## config.mk

```make
export PLATFORM = sky130hd
export DESIGN_NAME = riscv_id_ex_stage
export DESIGN_NICKNAME = d
export VERILOG_FILES = /design/src/rtl/riscv_id_ex_stage_pkg.sv /design/src/rtl/riscv_id_ex_stage_fwd.sv /design/src/rtl/riscv_id_ex_stage.sv
export SDC_FILE = /design/constraint.sdc
export NUM_CORES = 1
export LEC_CHECK = 0
export CAP_MARGIN = 10
export CORE_AREA = 3 3 149 151
export CTS_CLUSTER_SIZE = 25
export DETAILED_ROUTE_END_ITERATION = 12
export DIE_AREA = 0 0 152 154
export MAX_ROUTING_LAYER = met4
export PLACE_DENSITY = 0.81
export SYNTH_ARGS = -nofsm -noshare
export SYNTH_HDL_FRONTEND = slang
export SYNTH_SLANG_ARGS = --single-unit
```

## constraint.sdc

```tcl
create_clock -name clk -period 2.9 [get_ports clk]
set_clock_uncertainty 0.1 [all_clocks]
set_input_delay 0.58 -clock clk [delete_from_list [all_inputs] [get_ports clk]]
set_output_delay 0.58 -clock clk [all_outputs]
set_load 0.01 [all_outputs]
```

## src/rtl/riscv_id_ex_stage_pkg.sv

```systemverilog
// Shared defaults and ALU opcode encodings for the ID/EX stage and riscv_alu.
package riscv_id_ex_stage_pkg;
  localparam int XLEN_DEF   = 32;
  localparam int REG_AW_DEF = 5;

  localparam logic [3:0] ALU_ADD  = 4'h0;
  localparam logic [3:0] ALU_SUB  = 4'h1;
  localparam logic [3:0] ALU_AND  = 4'h2;
  localparam logic [3:0] ALU_OR   = 4'h3;
  localparam logic [3:0] ALU_XOR  = 4'h4;
  localparam logic [3:0] ALU_SLL  = 4'h5;
  localparam logic [3:0] ALU_SRL  = 4'h6;
  localparam logic [3:0] ALU_SRA  = 4'h7;
  localparam logic [3:0] ALU_SLT  = 4'h8;
  localparam logic [3:0] ALU_SLTU = 4'h9;
endpackage

```

## src/rtl/riscv_id_ex_stage_fwd.sv

```systemverilog
// Per-source forwarding mux: EX/MEM beats MEM/WB, x0 never forwards.
module riscv_fwd_sel
  import riscv_id_ex_stage_pkg::*;
#(
  parameter int XLEN   = XLEN_DEF,
  parameter int REG_AW = REG_AW_DEF
) (
  input  logic [REG_AW-1:0] addr,
  input  logic [XLEN-1:0]   raw,
  input  logic              exm_en,
  input  logic [REG_AW-1:0] exm_rd,
  input  logic [XLEN-1:0]   exm_data,
  input  logic              wb_en,
  input  logic [REG_AW-1:0] wb_rd,
  input  logic [XLEN-1:0]   wb_data,
  output logic [XLEN-1:0]   data
);
  always_comb begin
    data = raw;
    if (addr != '0) begin
      if (exm_en && exm_rd == addr)     data = exm_data;
      else if (wb_en && wb_rd == addr)  data = wb_data;
    end
  end
endmodule

```

## src/rtl/riscv_id_ex_stage.sv

```systemverilog
// ID/EX pipeline register with valid/ready handshake and operand forwarding
// both at capture and while the entry is held by a downstream stall.
module riscv_id_ex_stage
  import riscv_id_ex_stage_pkg::*;
#(
  parameter int XLEN   = XLEN_DEF,
  parameter int REG_AW = REG_AW_DEF
) (
  input  logic              clk,
  input  logic              rst_n,
  input  logic              in_valid,
  output logic              in_ready,
  input  logic [XLEN-1:0]   in_pc,
  input  logic [3:0]        in_alu_op,
  input  logic [REG_AW-1:0] in_rs1_addr,
  input  logic [REG_AW-1:0] in_rs2_addr,
  input  logic [REG_AW-1:0] in_rd_addr,
  input  logic [XLEN-1:0]   in_rs1_data,
  input  logic [XLEN-1:0]   in_rs2_data,
  input  logic [XLEN-1:0]   in_imm,
  input  logic              in_use_imm,
  input  logic              in_use_pc,
  input  logic              in_reg_write,
  input  logic              flush,
  input  logic              exm_fwd_en,
  input  logic [REG_AW-1:0] exm_fwd_rd,
  input  logic [XLEN-1:0]   exm_fwd_data,
  input  logic              wb_fwd_en,
  input  logic [REG_AW-1:0] wb_fwd_rd,
  input  logic [XLEN-1:0]   wb_fwd_data,
  output logic              out_valid,
  input  logic              out_ready,
  output logic [3:0]        alu_opcode,
  output logic [XLEN-1:0]   alu_a,
  output logic [XLEN-1:0]   alu_b,
  output logic [REG_AW-1:0] out_rd_addr,
  output logic              out_reg_write,
  output logic [XLEN-1:0]   out_store_data,
  output logic [XLEN-1:0]   out_pc
);
  logic              vld_q;
  logic [3:0]        op_q;
  logic [XLEN-1:0]   pc_q, imm_q, rs1_val_q, rs2_val_q;
  logic [REG_AW-1:0] rs1_addr_q, rs2_addr_q, rd_q;
  logic              use_imm_q, use_pc_q, reg_write_q;

  logic [XLEN-1:0]   cap_rs1, cap_rs2, ref_rs1, ref_rs2;
  logic              capture, hold;

  assign in_ready = !vld_q || out_ready;
  assign capture  = in_valid && in_ready && !flush;
  assign hold     = vld_q && !out_ready && !flush;

  riscv_fwd_sel #(.XLEN(XLEN), .REG_AW(REG_AW)) u_cap_rs1 (
    .addr(in_rs1_addr), .raw(in_rs1_data),
    .exm_en(exm_fwd_en), .exm_rd(exm_fwd_rd), .exm_data(exm_fwd_data),
    .wb_en(wb_fwd_en), .wb_rd(wb_fwd_rd), .wb_data(wb_fwd_data), .data(cap_rs1));
  riscv_fwd_sel #(.XLEN(XLEN), .REG_AW(REG_AW)) u_cap_rs2 (
    .addr(in_rs2_addr), .raw(in_rs2_data),
    .exm_en(exm_fwd_en), .exm_rd(exm_fwd_rd), .exm_data(exm_fwd_data),
    .wb_en(wb_fwd_en), .wb_rd(wb_fwd_rd), .wb_data(wb_fwd_data), .data(cap_rs2));
  // Refresh path re-forwards the held operands so a producer retiring mid-stall is picked up.
  riscv_fwd_sel #(.XLEN(XLEN), .REG_AW(REG_AW)) u_ref_rs1 (
    .addr(rs1_addr_q), .raw(rs1_val_q),
    .exm_en(exm_fwd_en), .exm_rd(exm_fwd_rd), .exm_data(exm_fwd_data),
    .wb_en(wb_fwd_en), .wb_rd(wb_fwd_rd), .wb_data(wb_fwd_data), .data(ref_rs1));
  riscv_fwd_sel #(.XLEN(XLEN), .REG_AW(REG_AW)) u_ref_rs2 (
    .addr(rs2_addr_q), .raw(rs2_val_q),
    .exm_en(exm_fwd_en), .exm_rd(exm_fwd_rd), .exm_data(exm_fwd_data),
    .wb_en(wb_fwd_en), .wb_rd(wb_fwd_rd), .wb_data(wb_fwd_data), .data(ref_rs2));

  always_ff @(posedge clk or negedge rst_n) begin
    if (!rst_n)          vld_q <= 1'b0;
    else if (flush)      vld_q <= 1'b0;
    else if (capture)    vld_q <= 1'b1;
    else if (out_ready)  vld_q <= 1'b0;
  end

  always_ff @(posedge clk or negedge rst_n) begin
    if (!rst_n) begin
      op_q        <= ALU_ADD;
      pc_q        <= '0;
      imm_q       <= '0;
      rs1_val_q   <= '0;
      rs2_val_q   <= '0;
      rs1_addr_q  <= '0;
      rs2_addr_q  <= '0;
      rd_q        <= '0;
      use_imm_q   <= 1'b0;
      use_pc_q    <= 1'b0;
      reg_write_q <= 1'b0;
    end else if (capture) begin
      op_q        <= in_alu_op;
      pc_q        <= in_pc;
      imm_q       <= in_imm;
      rs1_val_q   <= cap_rs1;
      rs2_val_q   <= cap_rs2;
      rs1_addr_q  <= in_rs1_addr;
      rs2_addr_q  <= in_rs2_addr;
      rd_q        <= in_rd_addr;
      use_imm_q   <= in_use_imm;
      use_pc_q    <= in_use_pc;
      reg_write_q <= in_reg_write;
    end else if (hold) begin
      rs1_val_q   <= ref_rs1;
      rs2_val_q   <= ref_rs2;
    end
  end

  assign out_valid      = vld_q;
  assign alu_opcode     = op_q;
  assign alu_a          = use_pc_q  ? pc_q  : rs1_val_q;
  assign alu_b          = use_imm_q ? imm_q : rs2_val_q;
  assign out_store_data = rs2_val_q;
  assign out_rd_addr    = rd_q;
  assign out_reg_write  = reg_write_q;
  assign out_pc         = pc_q;
endmodule

```

Run 1, met2 routing:
Scale: 3 px per um.
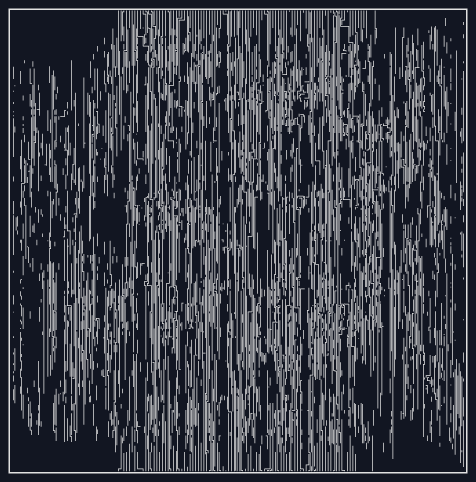
main direction: vertical
wire length on this layer: 19100 um
share of all routed wire: 48%
via count: 10300
GRT met2 Usage: 54.6%
Routed WL: 39900 um

Run 1, pin map:
Scale: 3 px per um. Pins as bars across the die edge, other pins in gray.
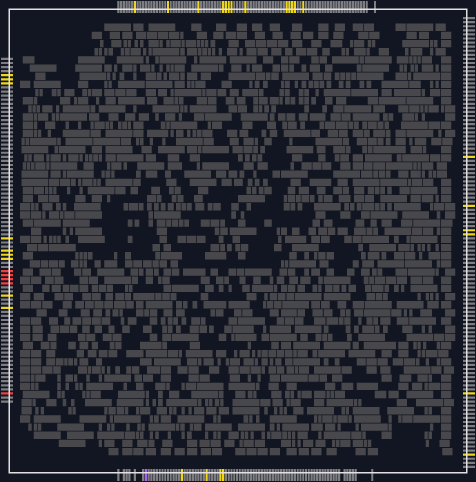
| port | color | pins | direction | edge |
|---|---|---|---|---|
| in_rs2_addr | red | 5 | input | west |
| flush | purple | 1 | input | south |
| in_rs2_data | yellow | 32 | input | 13 north, 9 west, 6 east, 4 south |
all pins by edge: 111 east, 92 north, 85 west, 83 south

Run 1, I/O nets highlighted:
Scale: 2 px per um.
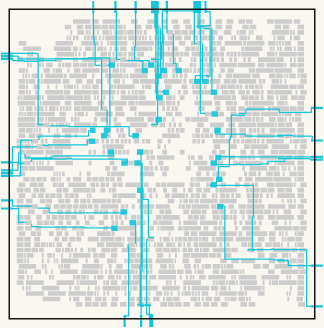
| port | color | direction | end cells | buffers | wire |
|---|---|---|---|---|---|
| in_rs2_data | cyan | input | 32 | 32 | 1940 um |
Port Buffers: 370
io pins: 371

==> results.yml, run 1 <==
# generated from flow reports
worst_setup_path:
  cp_slowest_stage_delay_ns: 0.61
  cp.required_ns: 2.22
  critPathTopFamily: "buffers and inverters"
  startpoint_type: "flip-flop"
  critical_path.cell_chain: "buf_4, o21ai_0, clkdlybuf4s50_1"
  r2r_slack_ns: 0.59
  critPathCaptureType: "output port"
  critPathKind: "reg2out"
  path_max_fanout: 27
  cp_num_buf_inv: 2
  critPathSlowestCell: "dfrtp_4"
floorplanning:
  die_y_um: 154
  coreArea_mm2: 0.0210
  fp-row-count: 53
  fp_util_pct: 44.7
  die_area_mm2: 0.0234
  die_x_um: 152
run_status:
  status: "completed"
yosys:
  ys_top_cells_by_area: "dfrtp_1 (40%), nand2_1 (12%), mux2_2 (5.8%)"
  yosysMostFrequentCell: "nand2_1"
  ys_async_sr_fraction_pct: 100
  xor_share_pct: 3.74
  syn_inst: 1127
  synthTopLogicFamily: "simple AND/OR/NAND/NOR gates"
  yosys.area_share.simple_pct: 21.6
  synth-area-yosys_mm2: 0.00938
  synth_seq_share_pct: 40.3
  ys.flops: 151
  synth_adder_area_share_pct: 0
  synthFlopType: "dfrtp_1"
  synthesis.nets: 1358
  largest_area_cell: "dfrtp_1"
  synth_warnings: 0
  yosys.area.top_type_share_pct: 40.3
  common_cells: "nand2_1 (296), dfrtp_1 (151), nor3_1 (73)"
  syn_avg_cell_area_um2: 8.32
  syn-cell-area_mm2: 0.00938
  yosys-mux-area-fraction_pct: 9.29
  synth_cell_types: 55
  ys_cells: 1127
  synth-edff-count: 0
final_timing:
  fmax_mhz: 356
  final-hold-violation-count: 0
  layout_min_cycle_time_ns: 2.81
  worst_pin_slew_ns: 0.618
  finalSetupTns_ns: 0
  period_used_pct: 96.9
  hold_slack_ns: 0.0451
  setup_violations: 0
  fin_ws_ns: 0.0902
  rsz0062_at_grt: "false"
  relSlewSlack_pct: 57.7
  final_max_slew_viol_count: 0
hold_path:
  hold_class: "in2async"
grt:
  grt_usage_pct: 34.3
  grt_use_met3_pct: 8.95
  grt_antenna_before_repair: 5
  grt_pass1_wl_um: 61100
  first_global_vias: 10400
  met1_usage_pct: 41.6
  grt_busiest_layer: "met2"
  grt_max_degree: 82
  grt_remaining_overflow: 0
placed_design:
  place_inst: 1753
  dp_slack_ns: -0.103
  postPlaceCellArea_mm2: 0.0138
  place_congestion: 0.963
pwr:
  p_leak_nw: 6.06
  ir_drop_v: 0.000360
  power.internal_mw: 5.30
  comb_power_share_pct: 36.2
  power_frac_seq_pct: 35.4
  fin_total_pwr_mw: 7.83
  pwr-share-clk_pct: 28.4
  netSwitchingPower_mw: 2.54
  p_per_area_mw_per_mm2: 546
  swShare_pct: 32.4
layout:
  drive_above_1_share_pct: 11.3
  layoutNonFillerInstCount: 1789
  fin_area_mm2: 0.0143
  final_util_pct: 68.4
  fillerInstances: 1764
  finalNetCount: 1728
  area_delta_synth_final_pct: 52.9
clocking:
  clock_tree.buffer_depth: 2
  clockRootBuffer: "clkbuf_16"
  cts.sinks: 151
  clock.latency.late_pin_ns: 0.43
  tritoncts: "built"
  htreeDepth: 4
  cts_inserted_buffers: 17
  cts_setup_buffers: 0
flow_run:
  warning_count: 26
  cap_violations: 0
detailed_routing:
  first_iter_violations: 921
  via_per_inst: 5.75
  wl_per_cell_um: 22.3
  antenna_left: 0
  drc: 0
==> run 1: timing repair <==
item | 4_1_cts | 5_1_grt
endpoints found under the setup margin | 0 | 16
hold buffers | 0 | 0
gates resized | 0 | 1
==> run 1: cell type report <==
type	count	area, um2	area share, %
well taps	275	344	2.40
repair buffers	446	4450	31.0
diodes	5	12.5	0.0873
flip-flops and latches	151	3780	26.4
clock buffers	21	450	3.14
multi-input cells	824	4960	34.6
inverters	57	214	1.49
clock inverters	10	123	0.855
==> run 1: metal layers <==
metal	part of all wire (%)	vias to the layer above	wire length, um
met5	0	-	0
met4	4.0	0	1580
met3	9.2	104	3690
met2	48	642	19100
met1	39	4845	15600
li1	-	4700	-
==> run 1: registers in the layout (all words and copies together), names as in the netlist <==
signal and count:
alu_opcode 4, imm_q 32, out_pc 32, out_rd_addr 5, out_reg_write 1, out_store_data 32, out_valid 1, rs1_addr_q 5
rs1_val_q 32, rs2_addr_q 5, use_imm_q 1, use_pc_q 1
==> run 1: worst paths after layout <==
kind                            startpoint            endpoint  cells after the start
worst max-delay path             use_imm_q            alu_b[2]                      3
worst min-delay path                 rst_n      out_rd_addr[0]                      1
worst max register to register   out_valid  out_store_data[24]                      7
worst min register to register   imm_q[12]           imm_q[12]                      2
max in group asynchronous            rst_n        rs1_val_q[2]                      2
min in group clk                 imm_q[12]           imm_q[12]                      2
==> run 1: power by group through the flow <==
stage	sequential, mW	combinational, mW	clock [mW]
final	2.77	2.83	2.23
after global routing	2.81	3.03	2.33
after CTS	2.77	2.84	2.24
after detailed placement	2.80	2.82	0
after global placement	2.79	2.79	0
after floorplan	2.78	1.11	0
==> run 1: logic make-up (layout without fill, tap and decap cells) <==
group | Yosys count | count (layout)
AOI/OAI and AO/OA | 250 | 250
xor gates and xnor gates | 40 | 40
buffers and inverters | 152 | 534
DFF | 151 | 151
muxes | 81 | 81
other | 0 | 5
and+or+nand+nor | 453 | 453
==> run 1: layout by cell type, fill, tap and decap left out, types with 10 or more instances in the layout <==
cell	netlist	final
clkdlybuf4s50_1	0	369
o22ai_1	24	24
mux2_2	48	48
o22a_1	17	17
nand2_1	296	296
xnor2_1	28	28
nor3_1	73	73
a211oi_1	27	27
a21oi_1	43	43
clkbuf_16	0	17
xor2_1	12	12
o221ai_1	28	28
inv_1	57	57
nand4b_1	19	19
a21boi_0	15	15
o21ai_0	62	62
nand3_1	21	21
dfrtp_1	151	150
buf_4	7	62
nor2_1	10	10
buf_12	0	14
mux2i_1	33	33
==> inputs of run 2 (changes only) <==
- CTS_BUF_LIST: default -> sky130_fd_sc_hd__clkbuf_16
- SLEW_MARGIN: default -> 20
Run 2, I/O nets highlighted:
Scale: 2 px per um.
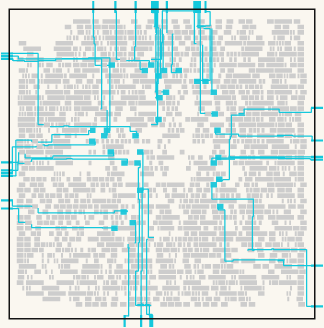
| port | color | direction | end cells | buffers | wire |
|---|---|---|---|---|---|
| in_rs2_data | cyan | input | 32 | 32 | 1950 um |

==> results.yml, run 2 <==
# generated from flow reports
worst_setup_path:
  critPathSlowestCell: "dfrtp_4"
  cp_slowest_stage_delay_ns: 0.61
  critPathKind: "reg2out"
  cp.arrival_ns: 2.13
  path_max_fanout: 27
  critical_path.cell_chain: "buf_4, o21ai_0, clkdlybuf4s50_1"
  cp_num_buf_inv: 2
  cp.required_ns: 2.22
  startpoint_type: "flip-flop"
  critPathCaptureType: "output port"
  critPathTopFamily: "buffers and inverters"
clocking:
  cts.sinks: 151
  cts_inserted_buffers: 17
  clock_tree.buffer_depth: 2
  htreeDepth: 4
  clock.latency.late_pin_ns: 0.43
  tritoncts: "built"
  clk_pin_slew_ns: 0.06
  clockRootBuffer: "clkbuf_16"
floorplanning:
  fp_util_pct: 44.7
  die_y_um: 154
  die_x_um: 152
  fp-row-count: 53
  die_area_mm2: 0.0234
  ios: 371
  coreArea_mm2: 0.0210
grt:
  grt_pass1_wl_um: 61100
  first_global_vias: 10400
  grt_usage_pct: 34.3
  grt_antenna_before_repair: 5
  grt_remaining_overflow: 0
  grt_max_degree: 82
pwr:
  p_per_area_mw_per_mm2: 544
  fin_total_pwr_mw: 7.80
  ir_drop_v: 0.000363
  p_leak_nw: 6.07
detailed_routing:
  antenna_left: 0
  drc: 0
  drt-total-wl_um: 40000
  wl_per_cell_um: 22.4
  via_per_inst: 5.77
  drtPass1Iterations: 5
  first_iter_violations: 877
  num_vias: 10300
yosys:
  synth_warnings: 0
  synth-edff-count: 0
  largest_area_cell: "dfrtp_1"
  syn-cell-area_mm2: 0.00938
  synthFlopType: "dfrtp_1"
  syn_avg_cell_area_um2: 8.32
  ys.flops: 151
  ys_cells: 1127
  synthesis.nets: 1358
  yosysMostFrequentCell: "nand2_1"
  ys_async_sr_fraction_pct: 100
  ys_top_cells_by_area: "dfrtp_1 (40%), nand2_1 (12%), mux2_2 (5.8%)"
  synth_seq_share_pct: 40.3
  synth_cell_types: 55
  common_cells: "nand2_1 (296), dfrtp_1 (151), nor3_1 (73)"
  yosys.area.top_type_share_pct: 40.3
  synth-area-yosys_mm2: 0.00938
  syn_inst: 1127
final_timing:
  final_max_slew_viol_count: 0
  relSlewSlack_pct: 59.3
  setup_violations: 0
  worst_pin_slew_ns: 0.595
  final-hold-violation-count: 0
  rsz0062_at_grt: "false"
  finalSetupTns_ns: 0
  period_used_pct: 96.7
  fmax_mhz: 356
  layout_min_cycle_time_ns: 2.81
run_status:
  status: "completed"
placed_design:
  dp_hpwl_um: 30700
  postPlaceCellArea_mm2: 0.0138
  portBuffers: 370
  place_congestion: 0.963
layout:
  fin_area_mm2: 0.0143
  lay_top_cells: "clkdlybuf4s50_1 (369), nand2_1 (296), dfrtp_1 (150), nor3_1 (73)"
  finalNetCount: 1728
  final_util_pct: 68.4
  regArea_mm2: 0.00378
  logic_area_mm2: 0.00496
  lay_top_count: "clkdlybuf4s50_1"
  fillerInstances: 1764
  drive_above_1_share_pct: 11.3
  area_delta_synth_final_pct: 52.8
hold_path:
  hold_class: "in2async"
flow_run:
  warning_count: 26
  cap_violations: 0
run 2: cell counts after synthesis:
Identical to the previous run, type by type.
run 2: path summary, 6_finish.rpt:
check                           startpoint            endpoint  slack (ns)  cells past startpoint
worst max-delay path             use_imm_q           alu_b[29]        0.09                      3
worst min-delay path                 rst_n      out_rd_addr[0]        0.03                      1
worst max register to register   out_valid  out_store_data[24]        0.59                      7
worst min register to register   imm_q[12]           imm_q[12]        0.37                      2
max in group asynchronous            rst_n        rs1_val_q[2]        1.86                      2
min in group clk                 imm_q[12]           imm_q[12]        0.37                      2
run 2: repair_timing:
item / 4_1_cts / 5_1_grt
endpoints found under the setup margin: 0 / 16
resized: 0 / 1
buffers inserted: 0 / 0
hold buffers: 0 / 0
run 2: cell families (layout without fill, tap and decap cells):
logic type | Yosys count | after routing | synth area share (%)
multiplexers | 81 | 81 | 9.29
other | 0 | 5 | 0
AND-OR/OR-AND | 250 | 250 | 18.2
flip-flops | 151 | 151 | 40.3
buffers and inverters | 152 | 534 | 6.93
AND/OR/NAND/NOR | 453 | 453 | 21.6
XOR/XNOR | 40 | 40 | 3.74
run 2: metrics by stage:
step	std cells	hold WS (ns)	setup slack, ns
global placement	1753	0.357	-0.0990
CTS	1784	0.0661	0.0489
detailed placement	1753	0.363	-0.103
floorplan	1127	0.184	0.574
finish	1789	0.0309	0.0949
global route	1789	0.0696	0.00460
run 2: final cells by class:
| cell class | instances | share of cell area, % |
|---|---|---|
| multi-input cells | 824 | 34.6 |
| repair buffers | 446 | 31.1 |
| flip-flops and latches | 151 | 26.4 |
| clock buffers | 17 | 2.97 |
| well taps | 275 | 2.40 |
| inverters | 57 | 1.49 |
| clock inverters | 14 | 0.960 |
| diodes | 5 | 0.0873 |
run 2: worst register-to-register path, cell delays in order (launching register included):
cell and delay [ns]:
dfrtp_1 0.39, nor2b_1 0.18, or3b_4 0.41, a21oi_1 0.29, a22oi_4 0.13, buf_12 0.17
o221ai_1 0.37, mux2i_1 0.14
run 2: routing by layer:
metal  GRT usage, %  share of wire (%)  wire length, um  up-vias
met5              -                  0                0        -
met4           14.3                3.9             1560        0
met3           8.92                9.4             3760      105
met2           54.6                 48            19100      651
met1           41.6                 39            15500     4870
li1               -                  -                -     4691
run 2: power by group:
group / switching [mW] / total [mW] / internal [mW] / leakage (nW)
Clock: 0.937 / 2.19 / 1.25 / 0.277
Sequential: 0.305 / 2.78 / 2.47 / 1.80
Combinational: 1.30 / 2.83 / 1.53 / 3.99
Total: 2.54 / 7.80 / 5.26 / 6.07
Power and IR drop assume default switching activity.
